<file path="config.mk">
export PLATFORM = sky130hd
export DESIGN_NAME = blinker_core
export DESIGN_NICKNAME = d
export VERILOG_FILES = /design/src/rtl/blinker_core.sv
export SDC_FILE = /design/constraint.sdc
export NUM_CORES = 1
export LEC_CHECK = 0
export CORE_MARGIN = 2
export CORE_UTILIZATION = 46
export DETAILED_ROUTE_END_ITERATION = 10
export HOLD_SLACK_MARGIN = 0.1
export PLACE_DENSITY_LB_ADDON = 0.1
export SLEW_MARGIN = 20
export SYNTH_ARGS = -nofsm -noshare
export SYNTH_HDL_FRONTEND = slang
export SYNTH_SLANG_ARGS = --single-unit
export TNS_END_PERCENT = 30
</file>
<file path="constraint.sdc">
create_clock -name clk -period 1.78 [get_ports clk]
set_input_delay 0.178 -clock clk [delete_from_list [all_inputs] [get_ports clk]]
set_output_delay 0.178 -clock clk [all_outputs]
set_load 0.05 [all_outputs]
</file>
<file path="src/rtl/blinker_core.sv">
// Toggle-while-enabled blinker: out inverts once every TOGGLE_DIV consecutive
// switch-high rising edges and holds while switch is low.
module blinker_core #(
    parameter int TOGGLE_DIV = 1,
    parameter int CNT_W      = 16
) (
    input  logic             clk,
    input  logic             reset,
    input  logic             switch,
    output logic             out,
    output logic [CNT_W-1:0] toggle_cnt
);

    localparam int DIV_W = (TOGGLE_DIV > 1) ? $clog2(TOGGLE_DIV) : 1;

    logic div_done;

    generate
        if (TOGGLE_DIV == 1) begin : g_nodiv
            assign div_done = 1'b1;
        end else begin : g_div
            logic [DIV_W-1:0] div_q;

            assign div_done = (div_q == DIV_W'(TOGGLE_DIV - 1));

            // Any low edge restarts the period so each burst gets a full TOGGLE_DIV count.
            always_ff @(posedge clk) begin
                if (!reset) begin
                    div_q <= '0;
                end else if (switch && !div_done) begin
                    div_q <= div_q + 1'b1;
                end else begin
                    div_q <= '0;
                end
            end
        end
    endgenerate

    always_ff @(posedge clk) begin
        if (!reset) begin
            out        <= 1'b0;
            toggle_cnt <= '0;
        end else if (switch && div_done) begin
            out        <= ~out;
            toggle_cnt <= toggle_cnt + 1'b1;
        end
    end

endmodule

</file>
==> job_summary.md, run 1 <==
### Flow metrics

| Metric | Value |
|---|---|
| DRT antenna net count | `0` |
| Hold path start | `toggle_cnt[15]$_SDFFE_PN0P_` |
| Yosys Warn Count | `0` |
| Top cells, area | `dfxtp_1 44%, xor2_1 10%, nor2_1 6.9%` |
| Synth Instances | `80` |
| Worst r2r dst | `toggle_cnt[15]$_SDFFE_PN0P_` |
| Internal power | `0.000503 W` |
| Max-area cell share | `0.444` |
| Critical path class | `reg2out` |
| Worst r2r src | `toggle_cnt[2]$_SDFFE_PN0P_` |
| I/O pin cnt | `20` |
| CTS H-tree lvls | `1` |
| GR Layer Usage met1 | `0.241` |
| Combinational power share | `0.112` |
| Post-synth EDFFs | `0` |
| Synth top cells by count | `17 x dfxtp_1, 14 x nor2_1, 9 x xor2_1` |
| Post-synth ARST share | `0` |
| Max-cap viol count | `0` |
| Area leader, netlist | `dfxtp_1` |
| Final GP Congestion | `0.710` |
| Post-CTS Repair Setup Buffers | `0` |
| FF-to-FF path depth | `4` |
| Peak VDD IR | `0.478 mV` |
| DP Worst Slack | `0.0404 ns` |
| P_clk | `0.000195 W` |
| Diode count | `0` |
| Filler Cells Inserted | `138` |
| YS chip area | `767 µm²` |
| Setup Skew | `0.00434 ns` |
| Met3 wirelength from detailed routing | `52 µm` |
| Synth top cell by count | `dfxtp_1` |
| Die area | `0.00201 mm²` |
| Row Count | `14` |
| Wire length on met2 | `648 µm` |
| First-pass GRT wire length | `2530 µm` |
| CP max stage delay | `0.83 ns` |
| Global Route Usage Sum | `0.171` |
| Gr busiest metal | `met2` |
| Gr ovfl total | `0` |
| Via density | `5.19` |
| Post-Layout Cell Count | `118` |
| Seq group | `0.000394 W` |
| Cell breakdown of the critical path | `clkdlybuf4s50_1` |
| Switching share of total power | `0.241` |
| Clock transition at path regs | `0.09 ns` |
| Post-Place Cells | `114` |
| Buffers on Ports | `19` |
| Met3 Use GR | `0.0240` |
| Commonest Layout Cell | `dfxtp_1` |
| Dpl hpwl | `1060 µm` |
| Critical Path End Type | `output pin` |
| Fp_density | `0.498` |
| Vias in the first global route | `593` |
| Status | `completed` |
| Post-layout period usage | `0.962` |
| Post-route cell area | `1000 µm²` |
| WL per Instance | `11.9 µm` |
| Metal-1 WL | `691 µm` |
| Flop2flop setup slack | `0.25 ns` |
| Share of cells above drive strength 1 | `0.0980` |
| Drc violations | `0` |
| Synthesized cell area | `767 µm²` |
| Chip width | `44.8 µm` |
| Pre-antenna DRT Iters | `3` |
| Net switching power | `0.000160 W` |
| Clock Path Buffers | `2` |
| Comb. pwr | `0.0000739 W` |
| Slowest CP cell | `clkdlybuf4s50_1` |
| Hold Path Cell Cnt | `2` |
| Worst Hold Class | `reg2reg` |
| Largest net degree at the start of global routing | `16` |
| WL final | `1400 µm` |
| Initial antenna violation count | `0` |
| Post-cts sizing count | `0` |
| PD cells | `663 mW/mm²` |
| Clk pwr share | `0.294` |
| Clk_lat worst skew | `0.28 ns` |
| Critical Path AT | `1.53 ns` |
| Final Hold Fails | `0` |
| Die height | `44.8 µm` |
| Max-slew violation count | `0` |
| Tool warnings | `26` |
| Setup TNS | `0 ns` |
-- run 1: cell type report --
| type | count | area [µm²] | share of cell area |
|---|---|---|---|
| multi-input combinational | 59 | 397 | 0.397 |
| inverter | 1 | 3.75 | 0.00375 |
| clock buffer | 4 | 26.3 | 0.0263 |
| sequential | 17 | 340 | 0.340 |
| tap | 16 | 20.0 | 0.0200 |
| timing repair buffer | 21 | 213 | 0.213 |
-- run 1: cells by family (layout without fill, tap and decap cells) --
kind of cell	after synthesis	count (layout)	synth area share
xor gates and xnor gates	12	12	0.137
buffers and inverters	4	26	0.0391
muxes	2	2	0.0261
DFF	17	17	0.444
AOI/OAI and AO/OA	5	5	0.0359
and+or+nand+nor	39	39	0.302
adders and majority gates	1	1	0.0163
-- run 1: sequential cells by signal, summed over array words and instances (netlist names) --
register	flops
out	1
toggle_cnt	16
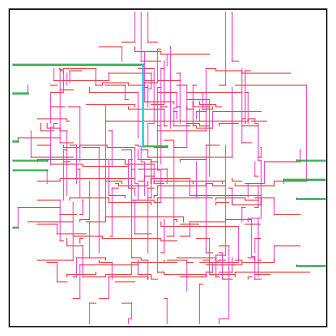
run_1/metal_stack.png
Key: green = met3 [wire length 52.4 µm]; magenta = met2 [wire length 648 µm]; cyan = met4 [wire length 11.6 µm]; red = met1 [wire length 691 µm]

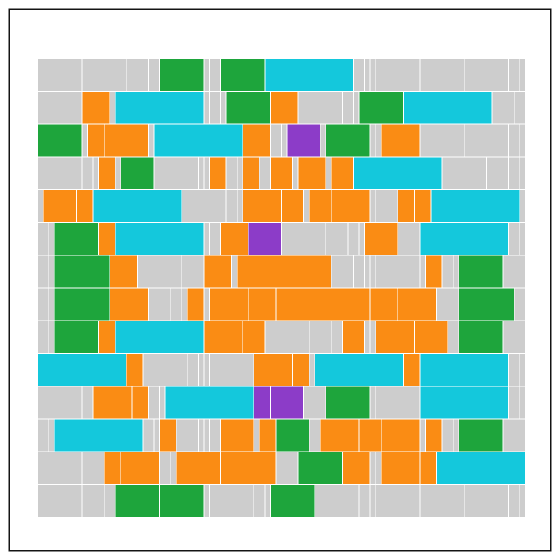
run_1/cell_classes.png
Fill, decap, tap and diode cells in gray.
Key: cyan = flops [cells 17]; green = other buffers and delay cells [cells 21]; purple = clock drivers and dummy loads [cells 4]; orange = all other logic [cells 60]

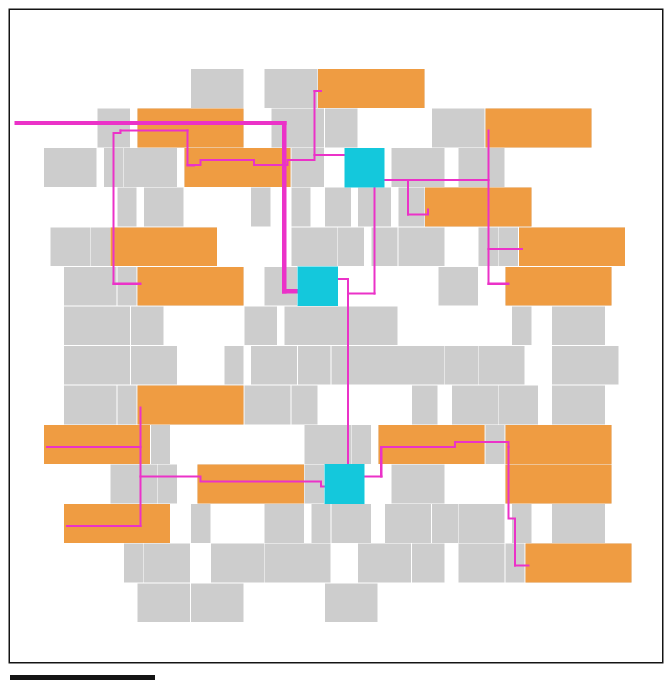
run_1/clock_map.png
The bar under the picture is 10 µm long.
Key: cyan = cells driving clock nets [count 3]; orange = flip-flops [count 17]; magenta = clock wires [length 185 µm]
There are 4 routed clock nets.

## Run 2: what changed since run 1
CORE_UTILIZATION = 49   (was 46)
clock period = 2.18 ns   (was 1.78 ns; I/O delays follow)
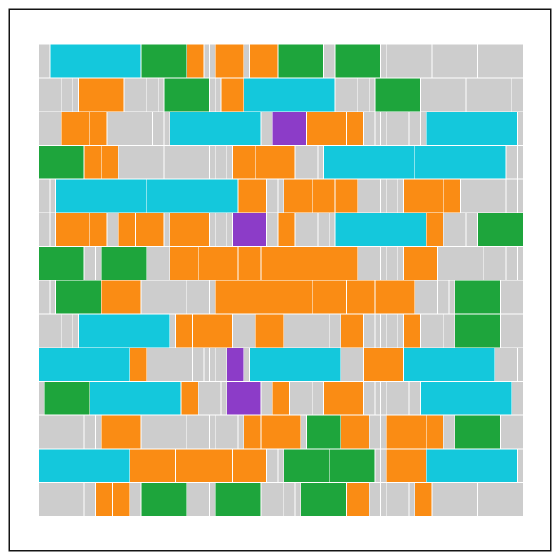
run_2/cell_classes.png
Fill, decap, tap and diode cells in gray.
Key: purple = clock drivers and dummy loads [cells 4]; cyan = flops [cells 17]; orange = all other logic [cells 60]; green = other buffers and delay cells [cells 20]

==> job_summary.md, run 2 <==
### Flow metrics

| Metric | Value |
|---|---|
| Post-layout period usage | `0.815` |
| Peak VDD IR | `0.372 mV (was 0.478 mV)` |
| Die height | `43.6 µm (was 44.8 µm)` |
| WL final | `1430 µm (was 1400 µm)` |
| Switching share of total power | `0.251 (was 0.241)` |
| Global Route Usage Sum | `0.174 (was 0.171)` |
| Gr busiest metal | `met2 (unchanged)` |
| DP Worst Slack | `0.410 ns (was 0.0404 ns)` |
| Dpl hpwl | `1050 µm (was 1060 µm)` |
| Largest net degree at the start of global routing | `17 (was 16)` |
| Worst r2r dst | `toggle_cnt[15]$_SDFFE_PN0P_ (unchanged)` |
| CTS H-tree lvls | `1 (unchanged)` |
| Post-cts sizing count | `0 (unchanged)` |
| Share of cells above drive strength 1 | `0.0891 (was 0.0980)` |
| Net switching power | `0.000138 W (was 0.000160 W)` |
| Commonest Layout Cell | `clkdlybuf4s50_1 (was dfxtp_1)` |
| Max-area cell share | `0.444 (unchanged)` |
| Worst r2r src | `toggle_cnt[2]$_SDFFE_PN0P_ (unchanged)` |
| Hold path start | `toggle_cnt[15]$_SDFFE_PN0P_ (unchanged)` |
| Clock transition at path regs | `0.10 ns (was 0.09 ns)` |
| Post-Layout Cell Count | `117 (was 118)` |
| Critical Path End Type | `output pin (unchanged)` |
| Row Count | `14 (unchanged)` |
| P_clk | `0.000165 W (was 0.000195 W)` |
| Clock Path Buffers | `2 (unchanged)` |
| Synthesized cell area | `767 µm² (unchanged)` |
| Synth Instances | `80 (unchanged)` |
| Seq group | `0.000322 W (was 0.000394 W)` |
| Met3 Use GR | `0.0375 (was 0.0240)` |
| Status | `completed (unchanged)` |
| Critical path class | `reg2out (unchanged)` |
| Biggest register | `toggle_cnt (unchanged)` |
| Post-synth ARST share | `0 (unchanged)` |
| Initial antenna violation count | `0 (unchanged)` |
| PD cells | `556 mW/mm² (was 663 mW/mm²)` |
| Gr ovfl total | `0 (unchanged)` |
| Met3 wirelength from detailed routing | `51 µm (was 52 µm)` |
| Post-route cell area | `985 µm² (was 1000 µm²)` |
| Clk_lat worst skew | `0.29 ns (was 0.28 ns)` |
| Via density | `5.20 (was 5.19)` |
| Setup Skew | `0.00512 ns (was 0.00434 ns)` |
| Max-cap viol count | `0 (unchanged)` |
| Post-CTS Repair Setup Buffers | `0 (unchanged)` |
| Yosys Warn Count | `0 (unchanged)` |
| Max-slew violation count | `0 (unchanged)` |
| Vias in the first global route | `569 (was 593)` |
| Top cells, area | `dfxtp_1 44%, xor2_1 10%, nor2_1 6.9% (unchanged)` |
| Area leader, netlist | `dfxtp_1 (unchanged)` |
| Diode count | `0 (unchanged)` |
| Tool warnings | `26 (unchanged)` |
| Buffers on Ports | `19 (unchanged)` |
| Internal power | `0.000410 W (was 0.000503 W)` |
| Slowest CP cell | `clkdlybuf4s50_1 (unchanged)` |
| Clk pwr share | `0.302 (was 0.294)` |
| Final GP Congestion | `0.726 (was 0.710)` |
| Filler Cells Inserted | `140 (was 138)` |
| Largest regs | `toggle_cnt x16, out x1 (unchanged)` |
| Post-Place Cells | `113 (was 114)` |
| First-pass GRT wire length | `2430 µm (was 2530 µm)` |
| FF-to-FF path depth | `4 (unchanged)` |
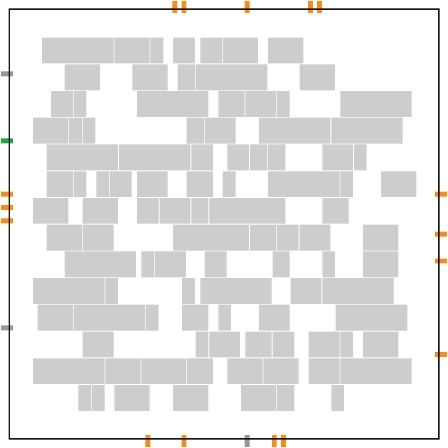
run_2/pins.png
Pins as bars across the die edge, other pins in gray.
Key: green = `reset` [pins 1, direction input, edge west]; orange = `toggle_cnt` [pins 16, direction output, edge 5 north, 4 south, 4 east, 3 west]
All pins by edge: 6 west, 5 south, 5 north, 4 east.

[run 2: worst register-to-register path, stage by stage, from the launching register on]
cell and delay (ns):
dfxtp_1 0.41, and4_1 0.41, nand4_4 0.13, or3_1 0.37, a21oi_1 0.13
[run 2: cell families after synthesis]
logic type	count (synthesis)	synth area share
multiplexers	2	0.0261
XOR/XNOR	12	0.137
flip-flops	17	0.444
adder cells (fa/ha/maj)	1	0.0163
buffers and inverters	4	0.0391
AND-OR/OR-AND	5	0.0359
AND/OR/NAND/NOR	39	0.302
[run 2: final cells by class]
cell class,instances,area [µm²],share of cell area
repair buffers,20,198,0.201
clock buffers,4,26.3,0.0267
flip-flops and latches,17,340,0.346
multi-input cells,59,397,0.403
inverters,1,3.75,0.00381
well taps,16,20.0,0.0203
## Run 3: what changed since run 2
CORE_UTILIZATION = 41   (was 49)
clock period = 1.44 ns   (was 2.18 ns; I/O delays follow)
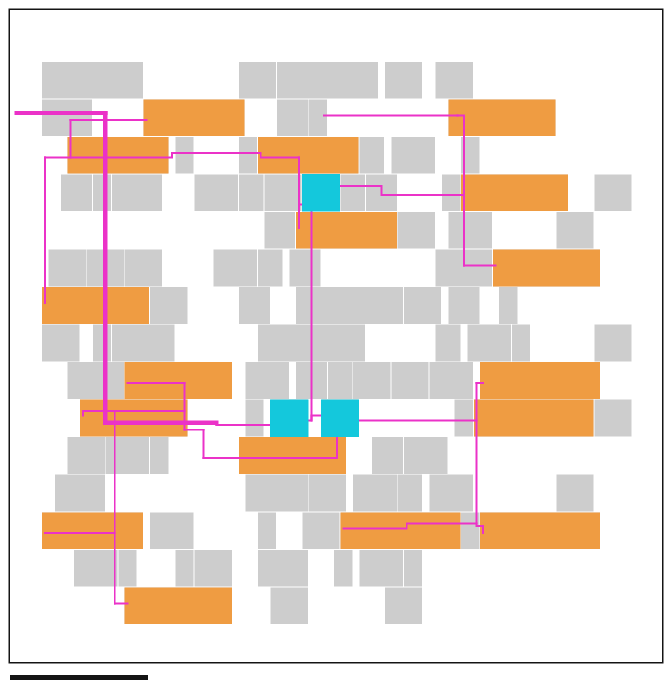
run_3/clock_map.png
The bar under the picture is 10 µm long.
Key: cyan = cells driving clock nets [count 3]; orange = flip-flops [count 17]; magenta = clock wires [length 221 µm]
There are 4 routed clock nets.

==> job_summary.md, run 3 <==
### Flow metrics

| Metric | Value |
|---|---|
| Fp_density | `0.439 (was 0.515)` |
| Gr ovfl total | `0 (unchanged)` |
| YS chip area | `767 µm² (unchanged)` |
| Biggest register | `toggle_cnt (unchanged)` |
| Switching share of total power | `0.251 (about the same)` |
| Logic share of the area | `0.387 (was 0.403)` |
| Gate Area | `407 µm² (was 397 µm²)` |
| WL per Instance | `10.7 µm (was 12.2 µm)` |
| Setup Skew | `0.00280 ns (was 0.00512 ns)` |
| Largest net degree at the start of global routing | `16 (was 17)` |
| Max reg flops | `16 (unchanged)` |
| Cell breakdown of the critical path | `and4_1 -> buf_4 -> nand4_4 -> or3_1 -> a21oi_1 (was clkdlybuf4s50_1)` |
| Flop2flop setup slack | `0.11 ns (was 0.68 ns)` |
| Critical Path AT | `1.55 ns (was 1.56 ns)` |
| Setup TNS | `0 ns (unchanged)` |
| Diode count | `0 (unchanged)` |
| Post-route cell area | `0.00105 mm² (was 985 µm²)` |
| P_clk | `0.000249 W (was 0.000165 W)` |
| Internal power | `0.000613 W (was 0.000410 W)` |
| Vias in the first global route | `582 (was 569)` |
| Status | `completed (unchanged)` |
| Tool warnings | `26 (unchanged)` |
| Top non-seq family | `simple AND/OR/NAND/NOR gates (unchanged)` |
| Clock Path Buffers | `2 (unchanged)` |
| Combinational power share | `0.109 (was 0.110)` |
| CTS H-tree lvls | `1 (unchanged)` |
| Max-slew violation count | `0 (unchanged)` |
| Post-synth EDFFs | `0 (unchanged)` |
| Peak VDD IR | `0.651 mV (was 0.372 mV)` |
| Flip-flops | `17 (unchanged)` |
| Reg area | `365 µm² (was 340 µm²)` |
| Hold path start | `reset (was toggle_cnt[15]$_SDFFE_PN0P_)` |
| Net switching power | `0.000206 W (was 0.000138 W)` |
| Share of cells above drive strength 1 | `0.415 (was 0.0891)` |
| Max-area cell share | `0.444 (unchanged)` |
| Largest regs | `toggle_cnt x16, out x1 (unchanged)` |
| Mux frac, synth | `0.0261 (unchanged)` |
| Max-cap viol count | `0 (unchanged)` |
| Max FO, Critical Path | `6 (unchanged)` |
| Simple-Gate Area Share | `0.302 (unchanged)` |
| Chip width | `47.3 µm (was 43.6 µm)` |
| Data buffer area share | `0.207 (was 0.201)` |
| Final GP Congestion | `0.716 (was 0.726)` |
| Top cells, area | `dfxtp_1 44%, xor2_1 10%, nor2_1 6.9% (unchanged)` |
| Comb. pwr | `0.0000889 W (was 0.0000600 W)` |
| PD cells | `779 mW/mm² (was 556 mW/mm²)` |
| Clk pwr share | `0.304 (was 0.302)` |
| First-pass GRT wire length | `2390 µm (was 2430 µm)` |
| Synth top cells by count | `17 x dfxtp_1, 14 x nor2_1, 9 x xor2_1 (unchanged)` |
| Yosys Warn Count | `0 (unchanged)` |
| Post-Place Cells | `127 (was 113)` |
| Final Hold Fails | `0 (unchanged)` |
| Die area | `0.00223 mm² (was 0.00190 mm²)` |
| Drc violations | `0 (unchanged)` |
| Area leader, netlist | `dfxtp_1 (unchanged)` |
| I/O pin cnt | `20 (unchanged)` |
| Row Count | `15 (was 14)` |
| Post-synth ARST share | `0 (unchanged)` |
| Synth Instances | `80 (unchanged)` |
| Worst Hold Class | `in2reg (was reg2reg)` |
| Sequential share of power | `0.588 (about the same)` |
| Commonest Layout Cell | `buf_4 (was clkdlybuf4s50_1)` |
| Flop share of the area | `0.348 (was 0.346)` |
| Buffers on Ports | `19 (unchanged)` |
| Xor/xnor share | `0.137 (unchanged)` |
| Non-Clock Buffer Count | `25 (was 20)` |
| Post-layout period usage | `0.927` |
| Aoi share | `0.0359 (unchanged)` |
| Pre-antenna DRT Iters | `4 (was 2)` |
| Slowest CP cell | `dfxtp_4 (was clkdlybuf4s50_1)` |
| Clk tree area frac | `0.0250 (was 0.0267)` |
| Critical Path End Type | `flop (was output pin)` |
| Dpl hpwl | `1050 µm (about the same)` |
| WL final | `1400 µm (was 1430 µm)` |
| Initial antenna violation count | `0 (unchanged)` |
| DP Worst Slack | `-0.173 ns (was 0.410 ns)` |
| Critical path class | `reg2reg (was reg2out)` |
| Clock buffers | `4 (unchanged)` |
| Clk_lat worst skew | `0.28 ns (was 0.29 ns)` |
| Largest cell class | `combinational gates (unchanged)` |
| Via density | `4.92 (was 5.20)` |
| Seq group | `0.000481 W (was 0.000322 W)` |
| Combinational Gates | `59 (unchanged)` |
| Filler Cells Inserted | `148 (was 140)` |
| Core box area | `0.00175 mm² (was 0.00149 mm²)` |
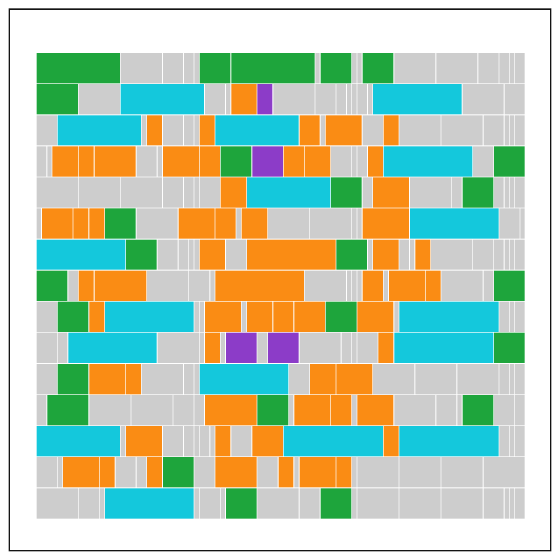
run_3/cell_classes.png
Fill, decap, tap and diode cells in gray.
Key: cyan = flops [cells 17]; orange = all other logic [cells 60]; purple = clock drivers and dummy loads [cells 4]; green = other buffers and delay cells [cells 25]

-- run 3: cell types whose count changed in the layout (fill, tap and decap cells not counted), sizes merged --
| cell | delta |
|---|---|
| buf | +22 |
| clkdlybuf4s50 | -17 |
-- run 3: worst paths after layout --
| check | to | depth (start not counted) |
|---|---|---|
| worst max-delay path | toggle_cnt[14]$_SDFFE_PN0P_ | 5 |
| worst min-delay path | toggle_cnt[10]$_SDFFE_PN0P_ | 3 |
| worst min register to register | toggle_cnt[10]$_SDFFE_PN0P_ | 2 |
| worst max register to register | toggle_cnt[14]$_SDFFE_PN0P_ | 5 |
-- run 3: metal layers --
layer / vias up / track usage / wire length (µm)
met5: - / 0 / 0
met4: 0 / 0.0833 / 22
met3: 2 / 0.0346 / 51
met2: 15 / 0.214 / 608
met1: 298 / 0.217 / 715
li1: 329 / - / -
Power figures rest on the tool's default switching activity, not on a simulated workload.
